Where the registers sit:
Scale: 8 px per um. Other sequential cells in the stronger gray, the rest of the logic in the fainter gray.
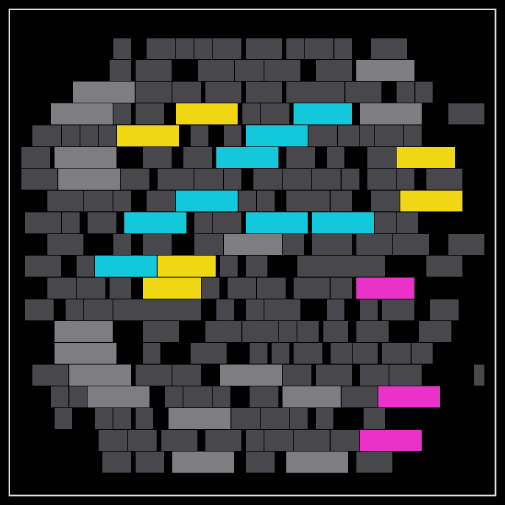
Congestion heat map:
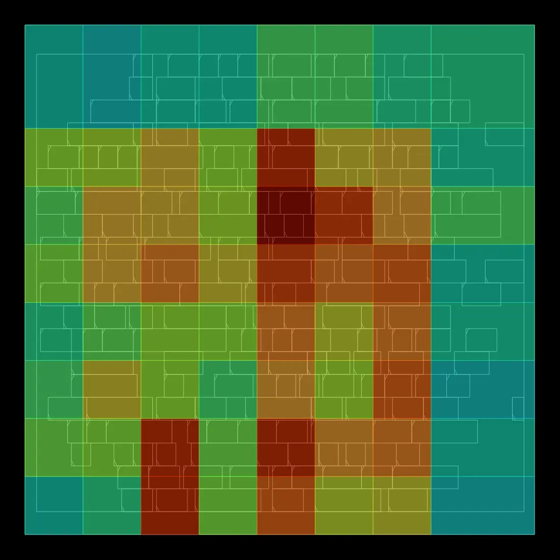
Metal 1:
Scale: 10 px per um. Supply wires on this layer in gray.
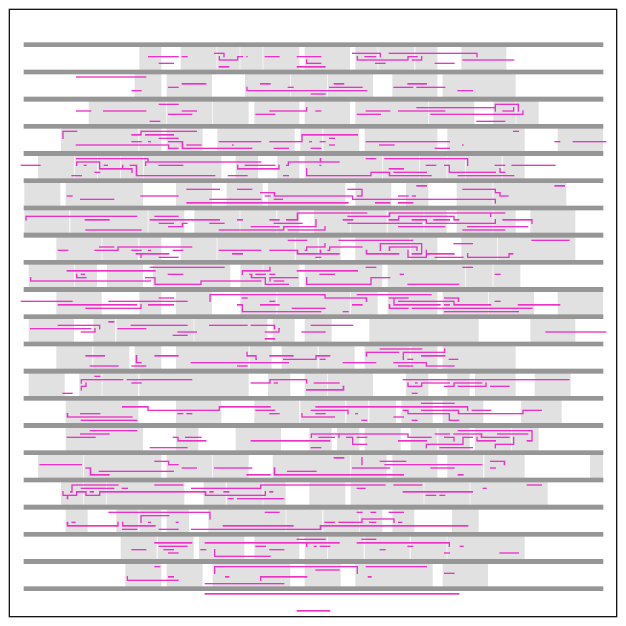
M3 wires:
Scale: 6 px per um.
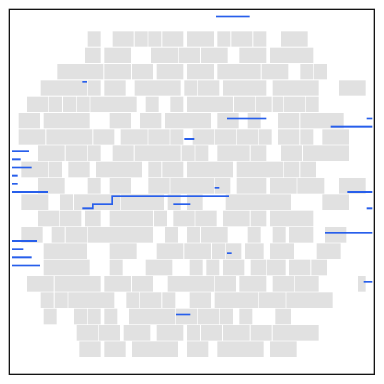
Wiring by layer:
Scale: 8 px per um. Two of the layers only.
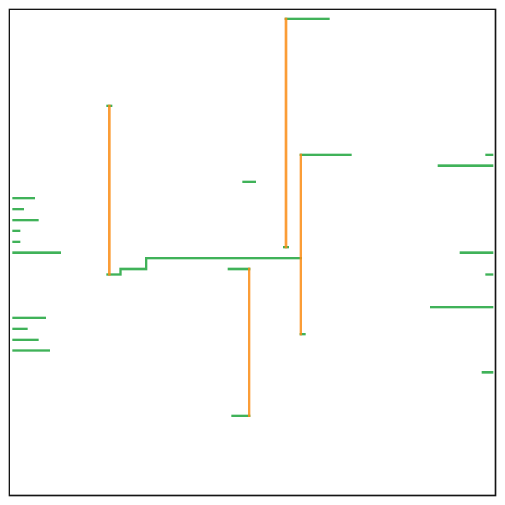
File: config.mk
export PLATFORM = sky130hd
export DESIGN_NAME = uart_alu_intf
export DESIGN_NICKNAME = d
export VERILOG_FILES = /design/src/rtl/uart_alu_pkg.sv /design/src/rtl/uart_alu_timeout.sv /design/src/rtl/uart_alu_intf.sv
export SDC_FILE = /design/constraint.sdc
export NUM_CORES = 1
export LEC_CHECK = 0
export CORE_UTILIZATION = 43
export DETAILED_ROUTE_END_ITERATION = 7
export PLACE_DENSITY = 0.89
export SKIP_CTS_REPAIR_TIMING = 1
export SYNTH_ARGS = -nofsm -noshare
export SYNTH_HDL_FRONTEND = slang
export SYNTH_SLANG_ARGS = --single-unit
export TNS_END_PERCENT = 1
File: constraint.sdc
create_clock -name clk -period 1.48 [get_ports clk]
set_input_delay 0.296 -clock clk [delete_from_list [all_inputs] [get_ports clk]]
set_output_delay 0.296 -clock clk [all_outputs]
set_load 0.005 [all_outputs]
File: src/rtl/uart_alu_pkg.sv
// Shared types and defaults for the UART-to-ALU command sequencer.
// Counter width helper is used only when UART_ALU_TIMEOUT_EN is defined.
package uart_alu_pkg;

    localparam int DEF_NB_DATA        = 8;
    localparam int DEF_NB_OP          = 6;
    localparam int DEF_TIMEOUT_CYCLES = 1_000_000;

    typedef enum logic [2:0] {
        ST_WAIT_A  = 3'd0,
        ST_WAIT_B  = 3'd1,
        ST_WAIT_OP = 3'd2,
        ST_SEND    = 3'd3,
        ST_WAIT_TX = 3'd4
    } state_t;

    // Bits needed to count 0 .. cycles-1, never less than one.
    function automatic int cnt_width(input int cycles);
        return (cycles > 2) ? $clog2(cycles) : 1;
    endfunction

    localparam int DEF_NB_CNT = cnt_width(DEF_TIMEOUT_CYCLES);

endpackage

File: src/rtl/uart_alu_timeout.sv
// Clearable, enabled inter-byte counter; pulses o_expire on its last count.
// A clear in the expiry cycle wins, so a late byte never raises an error.
module uart_alu_timeout
    import uart_alu_pkg::*;
#(
    parameter int NB_CNT         = DEF_NB_CNT,
    parameter int TIMEOUT_CYCLES = DEF_TIMEOUT_CYCLES
) (
    input  logic clk,
    input  logic reset,
    input  logic i_clr,
    input  logic i_en,
    output logic o_expire
);

    localparam logic [NB_CNT-1:0] CNT_LAST = NB_CNT'(TIMEOUT_CYCLES - 1);

    logic [NB_CNT-1:0] r_cnt;

    assign o_expire = i_en && !i_clr && (r_cnt == CNT_LAST);

    always_ff @(posedge clk) begin
        if (reset || i_clr || !i_en || o_expire) begin
            r_cnt <= '0;
        end else begin
            r_cnt <= r_cnt + 1'b1;
        end
    end

endmodule

File: src/rtl/uart_alu_intf.sv
// Assembles A, B, opcode from received bytes, latches the ALU result and
// starts the transmitter. Optional inter-byte timeout: UART_ALU_TIMEOUT_EN.
module uart_alu_intf
    import uart_alu_pkg::*;
#(
    parameter int NB_DATA        = DEF_NB_DATA,
    parameter int NB_OP          = DEF_NB_OP,
    parameter int TIMEOUT_CYCLES = DEF_TIMEOUT_CYCLES
) (
    input  logic               clk,
    input  logic               reset,
    input  logic               rx_done_tick,
    input  logic [NB_DATA-1:0] rx_data,
    input  logic [NB_DATA-1:0] alu_result,
    input  logic               tx_done_tick,
    output logic [NB_DATA-1:0] alu_a,
    output logic [NB_DATA-1:0] alu_b,
    output logic [NB_OP-1:0]   alu_op,
    output logic               tx_start,
    output logic [NB_DATA-1:0] tx_data,
    output logic               timeout_err,
    output logic [2:0]         dbg_state
);

    state_t             r_state;
    state_t             w_next_state;
    logic [NB_DATA-1:0] r_alu_a;
    logic [NB_DATA-1:0] r_alu_b;
    logic [NB_OP-1:0]   r_alu_op;
    logic [NB_DATA-1:0] r_tx_data;
    logic               r_timeout_err;
    logic               w_cap_a;
    logic               w_cap_b;
    logic               w_cap_op;
    logic               w_send;
    logic               w_expire;

    // Bytes are accepted only in the three collection states.
    assign w_cap_a  = (r_state == ST_WAIT_A)  && rx_done_tick;
    assign w_cap_b  = (r_state == ST_WAIT_B)  && rx_done_tick;
    assign w_cap_op = (r_state == ST_WAIT_OP) && rx_done_tick;
    assign w_send   = (r_state == ST_SEND);

`ifdef UART_ALU_TIMEOUT_EN
    localparam int NB_CNT = cnt_width(TIMEOUT_CYCLES);

    logic w_cnt_en;
    logic w_cnt_clr;

    assign w_cnt_en  = (r_state == ST_WAIT_B) || (r_state == ST_WAIT_OP);
    assign w_cnt_clr = w_cap_a || w_cap_b || w_cap_op;

    uart_alu_timeout #(
        .NB_CNT         (NB_CNT),
        .TIMEOUT_CYCLES (TIMEOUT_CYCLES)
    ) u_timeout (
        .clk      (clk),
        .reset    (reset),
        .i_clr    (w_cnt_clr),
        .i_en     (w_cnt_en),
        .o_expire (w_expire)
    );
`else
    // Without the timeout feature TIMEOUT_CYCLES has no effect.
    assign w_expire = (TIMEOUT_CYCLES == 0) && 1'b0;
`endif

    always_comb begin
        w_next_state = r_state;
        case (r_state)
            ST_WAIT_A:  if (rx_done_tick) w_next_state = ST_WAIT_B;
            ST_WAIT_B:  begin
                if (rx_done_tick)  w_next_state = ST_WAIT_OP;
                else if (w_expire) w_next_state = ST_WAIT_A;
            end
            ST_WAIT_OP: begin
                if (rx_done_tick)  w_next_state = ST_SEND;
                else if (w_expire) w_next_state = ST_WAIT_A;
            end
            ST_SEND:    w_next_state = ST_WAIT_TX;
            ST_WAIT_TX: if (tx_done_tick) w_next_state = ST_WAIT_A;
            default:    w_next_state = ST_WAIT_A;
        endcase
    end

    always_ff @(posedge clk) begin
        if (reset) begin
            r_state       <= ST_WAIT_A;
            r_alu_a       <= '0;
            r_alu_b       <= '0;
            r_alu_op      <= '0;
            r_tx_data     <= '0;
            r_timeout_err <= 1'b0;
        end else begin
            r_state       <= w_next_state;
            r_timeout_err <= w_expire;
            if (w_cap_a)  r_alu_a   <= rx_data;
            if (w_cap_b)  r_alu_b   <= rx_data;
            if (w_cap_op) r_alu_op  <= rx_data[NB_OP-1:0];
            if (w_send)   r_tx_data <= alu_result;
        end
    end

    assign alu_a       = r_alu_a;
    assign alu_b       = r_alu_b;
    assign alu_op      = r_alu_op;
    assign tx_data     = r_tx_data;
    assign tx_start    = w_send;
    assign timeout_err = r_timeout_err;
    assign dbg_state   = r_state;

endmodule

==> summary.txt <==
Implementation results. The layout report gives the multi-input gate share of total cell area as around a third. Multi-input combinational cell count landed at between 90 and 100. Reported max-cap violation count landed at 0. Cell-internal power landed at about 1600 uW.

Among all cell types in the netlist, the one instantiated most often is nand2b_1. Non-clock buffer area fraction after layout landed at 30.4%. The critical path goes through and3b_2 > dlymetal6s2s_1. In this run, power in combinational logic comes to 281 uW. For hold timing, the worst endpoint is alu_op[2].

The synthesis run identifies the leading combinational cell family as simple AND/OR/NAND/NOR gates. Simple-gate share of the synthesized area landed at 27.9%. Number of instances on the worst hold path landed at 2. Compound-cell area share of the yosys netlist landed at about 1.7%.

Count of non-filler cells in the finished layout landed at roughly 240. After detailed routing, the number of vias per cell comes to 4.87. Total grt overflow landed at 0. The final weighted congestion recorded by global placement is between 0.7 and 0.8. The first global-routing pass estimated ~5600 um of wire.

The number of placed instances, taps included, is around 230. Setup TNS landed at 0 ns. The finished cells cover roughly 2300 um^2. For this run, the post-layout net count is approximately 210. TritonCTS built the clock tree. Area growth from synthesis to final layout landed at 54.7%. Looking at the area split, the leading class of cells is combinational gates. The run finished with clean final reports.

After synthesis, the netlist uses 19 different library cells. For the worst setup path, the data required time is ~1.2 ns. From bottom edge to top edge, the die measures 60.6 um. Number of top-level pins landed at 55. Clock-cell share of area landed at around 4.5%.

The placed instances occupy a cell area of 2060 um^2. The share of the Yosys chip area taken by registers is between 40% and 50%. The chip occupies approximately 3700 um^2. Clock sink count landed at 33. Per the layout report, the design carries just over 60 non-clock buffers. Input and output buffers added on the ports amount to ~53. Non-clock inverters in the final layout number 0.

Tally of nets with antenna violations remaining after routing landed at 0. STA classifies the critical path startpoint as a flip-flop. The top cell type in the final layout, fill and taps aside, is nand2b_1.

Counting along the longest clock path gives a buffer depth of 2. Total number of placement rows landed at 20. Counting every net in the synthesized netlist gives ~160. In this run the worst setup path terminates at tx_start.

Number of flip-flops and latches landed at 33. For reference, the top cells by area after synthesis are dfxtp_1 45%, mux2i_1 20%, nand2b_1 20%. Looking at area per cell type in the netlist, the leader is dfxtp_1.

Per the timing report, the most critical flop-to-flop path originates at dbg_state[0]. Initial antenna violation count landed at 0. The highest clock rate this design can be run at is between 0.7 and 0.8 GHz. Register-to-register setup slack landed at roughly 0.13 ns. Looking at hold timing, the worst path starts from alu_op[2].

Net load switching power landed at 451 uW. Synthesis inferred 33 register bits. The first routing iteration left 19 violations. Part of the total power dissipated in the clock network landed at ~40%. Total of clock buffers placed in the layout landed at 5. In the CTS report, the clock slew at the register clock pins of the worst setup and hold paths is listed as ~0.11 ns.

Final worst setup slack landed at 0.116 ns. The power report shows net switching accounting for a little over a fifth of the total. Setup repair after global routing left no endpoint under its margin. Area fraction in full adders, half adders and majority gates landed at 0%. Setup clock skew after layout landed at 0.0101 ns.
-- 'where the registers sit' (at the start) --
dbg_state: drawn in magenta, placed flops 3. alu_op: drawn in yellow, placed flops 6. alu_a: drawn in cyan, placed flops 8, where center.
Another 16 sequential cells are not colored.
fraction of area in registers: 30.2%
Util after Layout: 72.5%
sequential cell area: 691 um^2
reported sequential group power: 947 uW

-- 'congestion heat map' (at the start) --
global-route track usage on met2: 38.1%
routing usage on met3: 4.48%
routed length per placed instance: 15.1 um

-- 'metal 1' (at the start) --
The wires run mostly horizontal. 193 nets have wire on it. The layer carries 1440 um of wire. The longest straight run is 25.3 um. The layer holds 40% of the routed length.
total routed wirelength: 3590 um
Vias: 1158
GR Util met1: 23.6%

-- 'M3 wires' (at the start) --
The layer carries 91.5 um of wire. 20 nets have wire on it. The layer holds 2.6% of the routed length.

-- 'wiring by layer' (at the start) --
metal 3: drawn in green, wire length 91.5 um. metal 4: drawn in orange, wire length 90.4 um.

critical path: cells and delay by family, from the launching register on:
family,cells,cell delay [ns]
buffers and inverters,1,0.16
DFF,1,0.35
and+or+nand+nor,1,0.21
state kept, by name, indices dropped and copies added, names as in the netlist:
register   flops
tx_data        8
dbg_state      3
alu_op         6
alu_b          8
alu_a          8
metal layers:
metal / share of wire [%] / vias up / wire, um / GRT usage, %
li1: - / 573 / - / -
met1: 40 / 549 / 1440 / 23.6
met2: 55 / 27 / 1960 / 38.1
met3: 2.5 / 9 / 91 / 4.48
met4: 2.5 / 0 / 90 / 12.0
met5: 0 / - / 0 / 0
Power is estimated from default activity; no workload was simulated.
